[config.mk]
export PLATFORM = sky130hd
export DESIGN_NAME = int_wb_arbiter
export DESIGN_NICKNAME = d
export VERILOG_FILES = /design/src/rtl/int_wb_arbiter_pkg.sv /design/src/rtl/int_wb_arbiter_rr_pick2.sv /design/src/rtl/int_wb_arbiter.sv
export SDC_FILE = /design/constraint.sdc
export NUM_CORES = 1
export LEC_CHECK = 0
export CAP_MARGIN = 20
export CORE_MARGIN = 2
export CORE_UTILIZATION = 30
export DETAILED_ROUTE_END_ITERATION = 7
export PLACE_DENSITY = 0.56
export SYNTH_ARGS = -nofsm -noshare
export SYNTH_HDL_FRONTEND = slang
export SYNTH_HIERARCHICAL = 1
export SYNTH_SLANG_ARGS = --single-unit
[constraint.sdc]
create_clock -name clk -period 16.55 [get_ports clk]
set_clock_uncertainty 0.05 [all_clocks]
set_input_delay 4.1375 -clock clk [delete_from_list [all_inputs] [get_ports clk]]
set_output_delay 4.1375 -clock clk [all_outputs]
set_load 0.01 [all_outputs]
[src/rtl/int_wb_arbiter_pkg.sv]
// Shared integer writeback types: widths, source ids, payload tag.
package int_wb_arbiter_pkg;

  localparam int ROB_IDX_W = 6;
  localparam int PREG_W    = 7;

  typedef enum logic [1:0] {
    SRC_MISC = 2'd0,
    SRC_ALU0 = 2'd1,
    SRC_ALU1 = 2'd2,
    SRC_MDU  = 2'd3
  } wb_src_e;

  typedef struct packed {
    logic [ROB_IDX_W-1:0] rob_idx;
    logic [PREG_W-1:0]    preg;
    logic                 we;
  } wb_tag_t;

endpackage

[src/rtl/int_wb_arbiter_rr_pick2.sv]
// Rotating-priority picker: first G valid sources from ptr onward,
// each as a one-hot grant with its index.
module int_wb_arbiter_rr_pick2 #(
  parameter int N  = 4,
  parameter int G  = 2,
  parameter int PW = (N > 1) ? $clog2(N) : 1
) (
  input  logic [N-1:0]          valid,
  input  logic [PW-1:0]         ptr,
  output logic [G-1:0][N-1:0]   gnt,
  output logic [G-1:0]          gnt_v,
  output logic [G-1:0][PW-1:0]  gnt_idx
);

  int cnt;

  // Source j is at scan position k when ptr+k == j (mod N).
  always_comb begin
    gnt     = '0;
    gnt_v   = '0;
    gnt_idx = '0;
    cnt     = 0;
    for (int k = 0; k < N; k++) begin
      for (int j = 0; j < N; j++) begin
        if (valid[j] &&
            (int'(ptr) + k == j || int'(ptr) + k == j + N)) begin
          for (int g = 0; g < G; g++) begin
            if (cnt == g) begin
              gnt[g][j]  = 1'b1;
              gnt_v[g]   = 1'b1;
              gnt_idx[g] = PW'(j);
            end
          end
          cnt = cnt + 1;
        end
      end
    end
  end

endmodule

[src/rtl/int_wb_arbiter.sv]
// Integer writeback arbiter: NUM_SRC completed results onto
// NUM_PORT registered writeback ports, round-robin.
module int_wb_arbiter
  import int_wb_arbiter_pkg::*;
#(
  parameter int NUM_SRC  = 4,
  parameter int NUM_PORT = 2,
  parameter int DATA_W   = 32
) (
  input  logic clk,
  input  logic rst,
  input  logic flush_i,
  input  logic [NUM_SRC-1:0]                 src_valid_i,
  input  logic [NUM_SRC-1:0][ROB_IDX_W-1:0]  src_rob_idx_i,
  input  logic [NUM_SRC-1:0][PREG_W-1:0]     src_preg_i,
  input  logic [NUM_SRC-1:0]                 src_we_i,
  input  logic [NUM_SRC-1:0][DATA_W-1:0]     src_data_i,
  output logic [NUM_SRC-1:0]                 src_ready_o,
  output logic [NUM_PORT-1:0]                wb_valid_o,
  output logic [NUM_PORT-1:0][ROB_IDX_W-1:0] wb_rob_idx_o,
  output logic [NUM_PORT-1:0][PREG_W-1:0]    wb_preg_o,
  output logic [NUM_PORT-1:0]                wb_we_o,
  output logic [NUM_PORT-1:0][DATA_W-1:0]    wb_data_o
);

  localparam int PW = (NUM_SRC > 1) ? $clog2(NUM_SRC) : 1;

  logic [PW-1:0]                    rr_ptr;
  logic [PW-1:0]                    last_idx;
  logic [PW-1:0]                    nxt_ptr;
  logic [NUM_PORT-1:0][NUM_SRC-1:0] gnt;
  logic [NUM_PORT-1:0]              gnt_v;
  logic [NUM_PORT-1:0][PW-1:0]      gnt_idx;
  logic                             take;
  wb_tag_t [NUM_PORT-1:0]           pay_tag;
  logic [NUM_PORT-1:0][DATA_W-1:0]  pay_data;

  int_wb_arbiter_rr_pick2 #(
    .N  (NUM_SRC),
    .G  (NUM_PORT),
    .PW (PW)
  ) u_pick (
    .valid   (src_valid_i),
    .ptr     (rr_ptr),
    .gnt     (gnt),
    .gnt_v   (gnt_v),
    .gnt_idx (gnt_idx)
  );

  assign take = !rst && !flush_i;

  always_comb begin
    src_ready_o = '0;
    last_idx    = '0;
    for (int p = 0; p < NUM_PORT; p++) begin
      if (gnt_v[p]) begin
        src_ready_o = src_ready_o | gnt[p];
        last_idx    = gnt_idx[p];
      end
    end
    if (!take) src_ready_o = '0;
  end

  // Explicit wrap so non-power-of-two source counts stay in range.
  assign nxt_ptr = (last_idx == PW'(NUM_SRC - 1)) ? '0
                                                  : last_idx + PW'(1);

  always_comb begin
    pay_tag  = '0;
    pay_data = '0;
    for (int p = 0; p < NUM_PORT; p++) begin
      for (int j = 0; j < NUM_SRC; j++) begin
        if (gnt[p][j]) begin
          pay_tag[p].rob_idx = src_rob_idx_i[j];
          pay_tag[p].preg    = src_preg_i[j];
          pay_tag[p].we      = src_we_i[j];
          pay_data[p]        = src_data_i[j];
        end
      end
    end
  end

  always_ff @(posedge clk) begin
    if (rst) begin
      rr_ptr       <= '0;
      wb_valid_o   <= '0;
      wb_rob_idx_o <= '0;
      wb_preg_o    <= '0;
      wb_we_o      <= '0;
      wb_data_o    <= '0;
    end else begin
      for (int p = 0; p < NUM_PORT; p++) begin
        wb_valid_o[p] <= take && gnt_v[p];
        if (take && gnt_v[p]) begin
          wb_rob_idx_o[p] <= pay_tag[p].rob_idx;
          wb_preg_o[p]    <= pay_tag[p].preg;
          wb_we_o[p]      <= pay_tag[p].we;
          wb_data_o[p]    <= pay_data[p];
        end
      end
      if (take && |gnt_v) rr_ptr <= nxt_ptr;
    end
  end

`ifndef SYNTHESIS
  if (NUM_PORT > 1) begin : g_chk
    a_rob_uniq: assert property (@(posedge clk) disable iff (rst)
      !(wb_valid_o[0] && wb_valid_o[1] &&
        wb_rob_idx_o[0] == wb_rob_idx_o[1]));
  end
`endif

endmodule
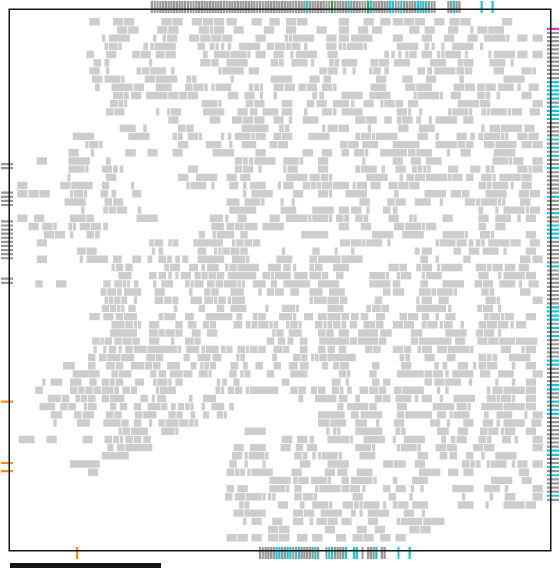
(images/io_placement.png)
Bar = 50 microns. Pins as bars across the die edge, other pins in gray.
| port | color | pins | direction | edge |
|---|---|---|---|---|
| wb_we_o | green | 2 | output | top |
| clk | magenta | 1 | input | right |
| wb_data_o | cyan | 64 | output | 38 right, 14 bottom, 12 top |
| src_valid_i | orange | 4 | input | 3 left, 1 bottom |
all pins by edge: 116 right, 110 top, 42 bottom, 21 left

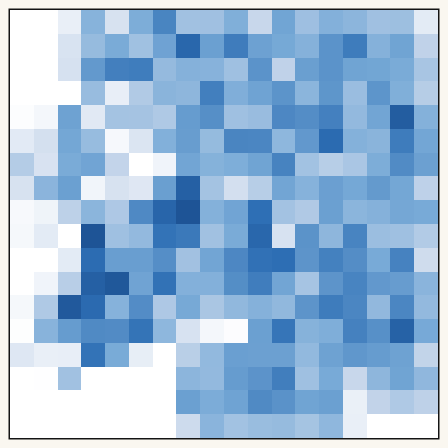
(images/cell_density.png)
18 x 18 tiles, from white (low) to dark blue (high), 0 to 100% covered.
densest ninth of the die: middle
fullest tile: 85%
tiles over 75% full: 4.6%
mean over tiles: 40%
fin util: 44.3%
initial cell density of the core: 30.3%
area of the core: 30400 sq um

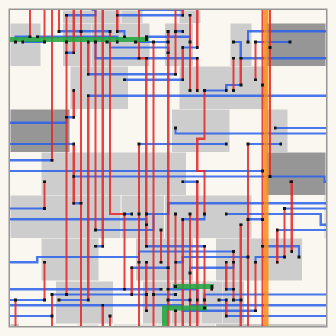
(images/detail.png)
Window x 125 to 145, y 125 to 145 microns. Cells in gray, sequential cells in the stronger gray; small squares are vias.
| layer | color |
|---|---|
| metal 4 | orange |
| metal 1 | blue |
| metal 2 | red |
| metal 3 | green |
cells with their middle in the window: 24
netlist names of flops here include: wb_data_o (3)
most frequent: a21oi_1 (4), clkdlybuf4s50_1 (4)
sequential cells in the window: 3

==> qor.yml <==
rsz0062_at_grt: "true"
gp_congestion: 0.896
p_seq_mw: 0.372
wirelength_microns: 38800
nClkBuffers: 10
min_path_type: "reg -> reg"
num-nets-final: 1661
use_met1_pct: 30.5
area.combinational_sq_um: 6720
finalSetupTns_ns: 0
area_growth_syn_to_layout_pct: 46.0
clkCellAreaFrac_pct: 2.38
wl_met3_microns: 2520
cp_slowest_cell: "or4_4"
async_flop_share_pct: 0
p_int_mw: 1.66
clk_pin_slew_ns: 0.09
grt_pass1_wl_microns: 57700
synth_flops: 96
switchingPower_mw: 1.65
antenna_found_initial: 1
use_met2_pct: 37.9
slew_viol_final: 0
antenna_cells_inserted: 2
comb_area_share_pct: 49.9
buffer_area_share_pct: 27.6
peakVddDrop_mv: 0.173
status: "completed"
critPathMaxFanout: 3
seq_share_pct: 14.3
h-tree-depth: 3
p_per_area_nw_per_um2: 246
dp.cells: 1793
worst_skew_pair.late_latency_ns: 0.35
cts_root_buf: "clkbuf_16"
clock_power_share_pct: 7.2
warnings: 57
syn_avg_cell_area_sq_um: 8.05
place_area_sq_um: 12800
largest_registers: "wb_data_o (64), wb_preg_o (14), wb_rob_idx_o (12)"
logic_gates: 852
grt_use_total_pct: 22.9
ys_cells: 1146
cp.required_ns: 12.36
buffers: 395
hold_ws_ns: 0.452
cts_resized: 42
cts_tree: "done"
layout.cells.most_common: "clkdlybuf4s50_1"
comb_power_mw: 2.71
finalSetupViolCount: 0
fin_crit_sh_pct: 100
regMostFlops: "wb_data_o"
cp.arrival_ns: 12.36
yosysUniqueCellTypes: 77
yosys.stat.seqShare_pct: 20.8
ctsLongestPathBuffers: 2
hold_buffers: 0
yosysWarnings: 6
ff_type: "dfxtp_1"
synth_cells: 1146
whs_endpoint: "wb_preg_o[11]"
drcViolationCount: 0
hold_viol_final: 0
grt_max_degree: 93
hold_depth: 2
top_area_cell_class: "logic gates"
wl_per_cell_microns: 21.2
dr.pass1.iters: 7
viasPerCell: 5.64
synthesis.nets: 1378
drv_cap: 0
p_total_mw: 3.32
min_from: "wb_preg_o[11]"
fin_ws_ns: 0.00182
die_w_microns: 179
power_leader: "combinational logic"
dr_wl_met2_microns: 18000
met1_length_microns: 17200
max_slew.worst_pin.slew_ns: 1.11
critical_path.endpoint_type: "primary output"
edf_count: 0
drive_gt1_share_pct: 19.0
pwr-share-seq_pct: 11.2
route.top_layer_used: "met4"
mappedNetlistArea_sq_um: 9220
relSlewSlack_pct: 26.2
grt_pass1_vias: 9849
reg2reg_slack_ns: 5.93
r2r_cells: 47
largest_reg_flops: 64
io_pins: 289
chipArea_sq_um: 32200
timing.rr.start: "rr_ptr[1]"
p_clk_mw: 0.239
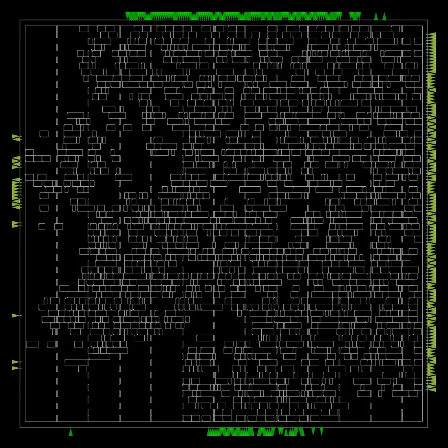
(images/placement.png)
# fillers: 2994
number of sequential cells: 96
non-filler cells, final: 1832
# rows: 64
TAP cells: 396

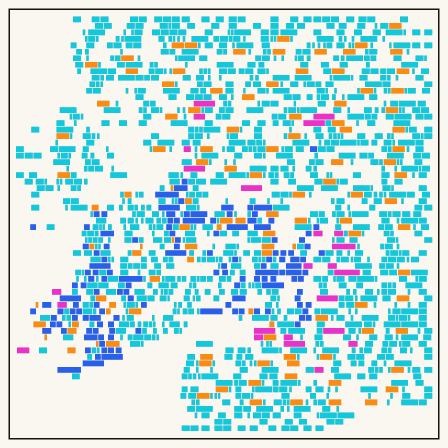
(images/sizes.png)
| size | color | cells | share |
|---|---|---|---|
| _2 cells | orange | 112 | 7.8% |
| _0 and _1 cells | cyan | 1162 | 81% |
| _3 and _4 cells | blue | 136 | 9.5% |
| _6 and larger | magenta | 24 | 1.7% |

synthesized netlist by cell type (all sizes together) (4+ instances only):
| library cell | n | share of area (%) |
|---|---|---|
| a22o | 4 | 0.38 |
| dfxtp | 96 | 21 |
| a22oi | 4 | 0.33 |
| nand3 | 10 | 0.54 |
| clkbuf | 47 | 1.9 |
| nand4 | 4 | 0.27 |
| a221o | 92 | 10 |
| nor3 | 6 | 0.33 |
| ha | 41 | 5.6 |
| xor2 | 5 | 0.47 |
| inv | 75 | 3.1 |
| nand2 | 130 | 5.3 |
| o211ai | 7 | 0.57 |
| a31oi | 11 | 0.75 |
| and2 | 11 | 0.75 |
| a21oi | 102 | 5.5 |
| nor2b | 5 | 0.34 |
| xnor2 | 10 | 1.2 |
| a311oi | 95 | 14 |
| nor2 | 111 | 4.5 |
| o2111ai | 5 | 0.47 |
| o21ai | 15 | 0.81 |
| buf | 76 | 5.6 |
| and3b | 5 | 0.47 |
| and3 | 6 | 0.41 |
| or2 | 5 | 0.34 |
| a21o | 4 | 0.33 |
| a211oi | 4 | 0.33 |
| nor3b | 7 | 0.68 |
| nand3b | 97 | 7.9 |
logic make-up (layout without fill, tap and decap cells):
group                    after synthesis  count (layout)  synth area share (%)
multiplexers                           4               4                 0.475
buffers and inverters                198             486                  10.6
other                                  0               2                     0
XOR/XNOR                              15              15                  1.63
AND/OR/NAND/NOR                      415             415                  23.5
adder cells (fa/ha/maj)               41              41                  5.56
flip-flops                            96              96                  20.8
AND-OR/OR-AND                        377             377                  37.4
critical path, delay by kind of cell:
family	cells	cell delay, ns
adder cells (fa/ha/maj)	12	3.10
AND-OR/OR-AND	16	2.36
AND/OR/NAND/NOR	11	1.91
buffers and inverters	5	0.55
multiplexers	1	0.17
XOR/XNOR	1	0.13
Power is estimated from default activity; no workload was simulated.
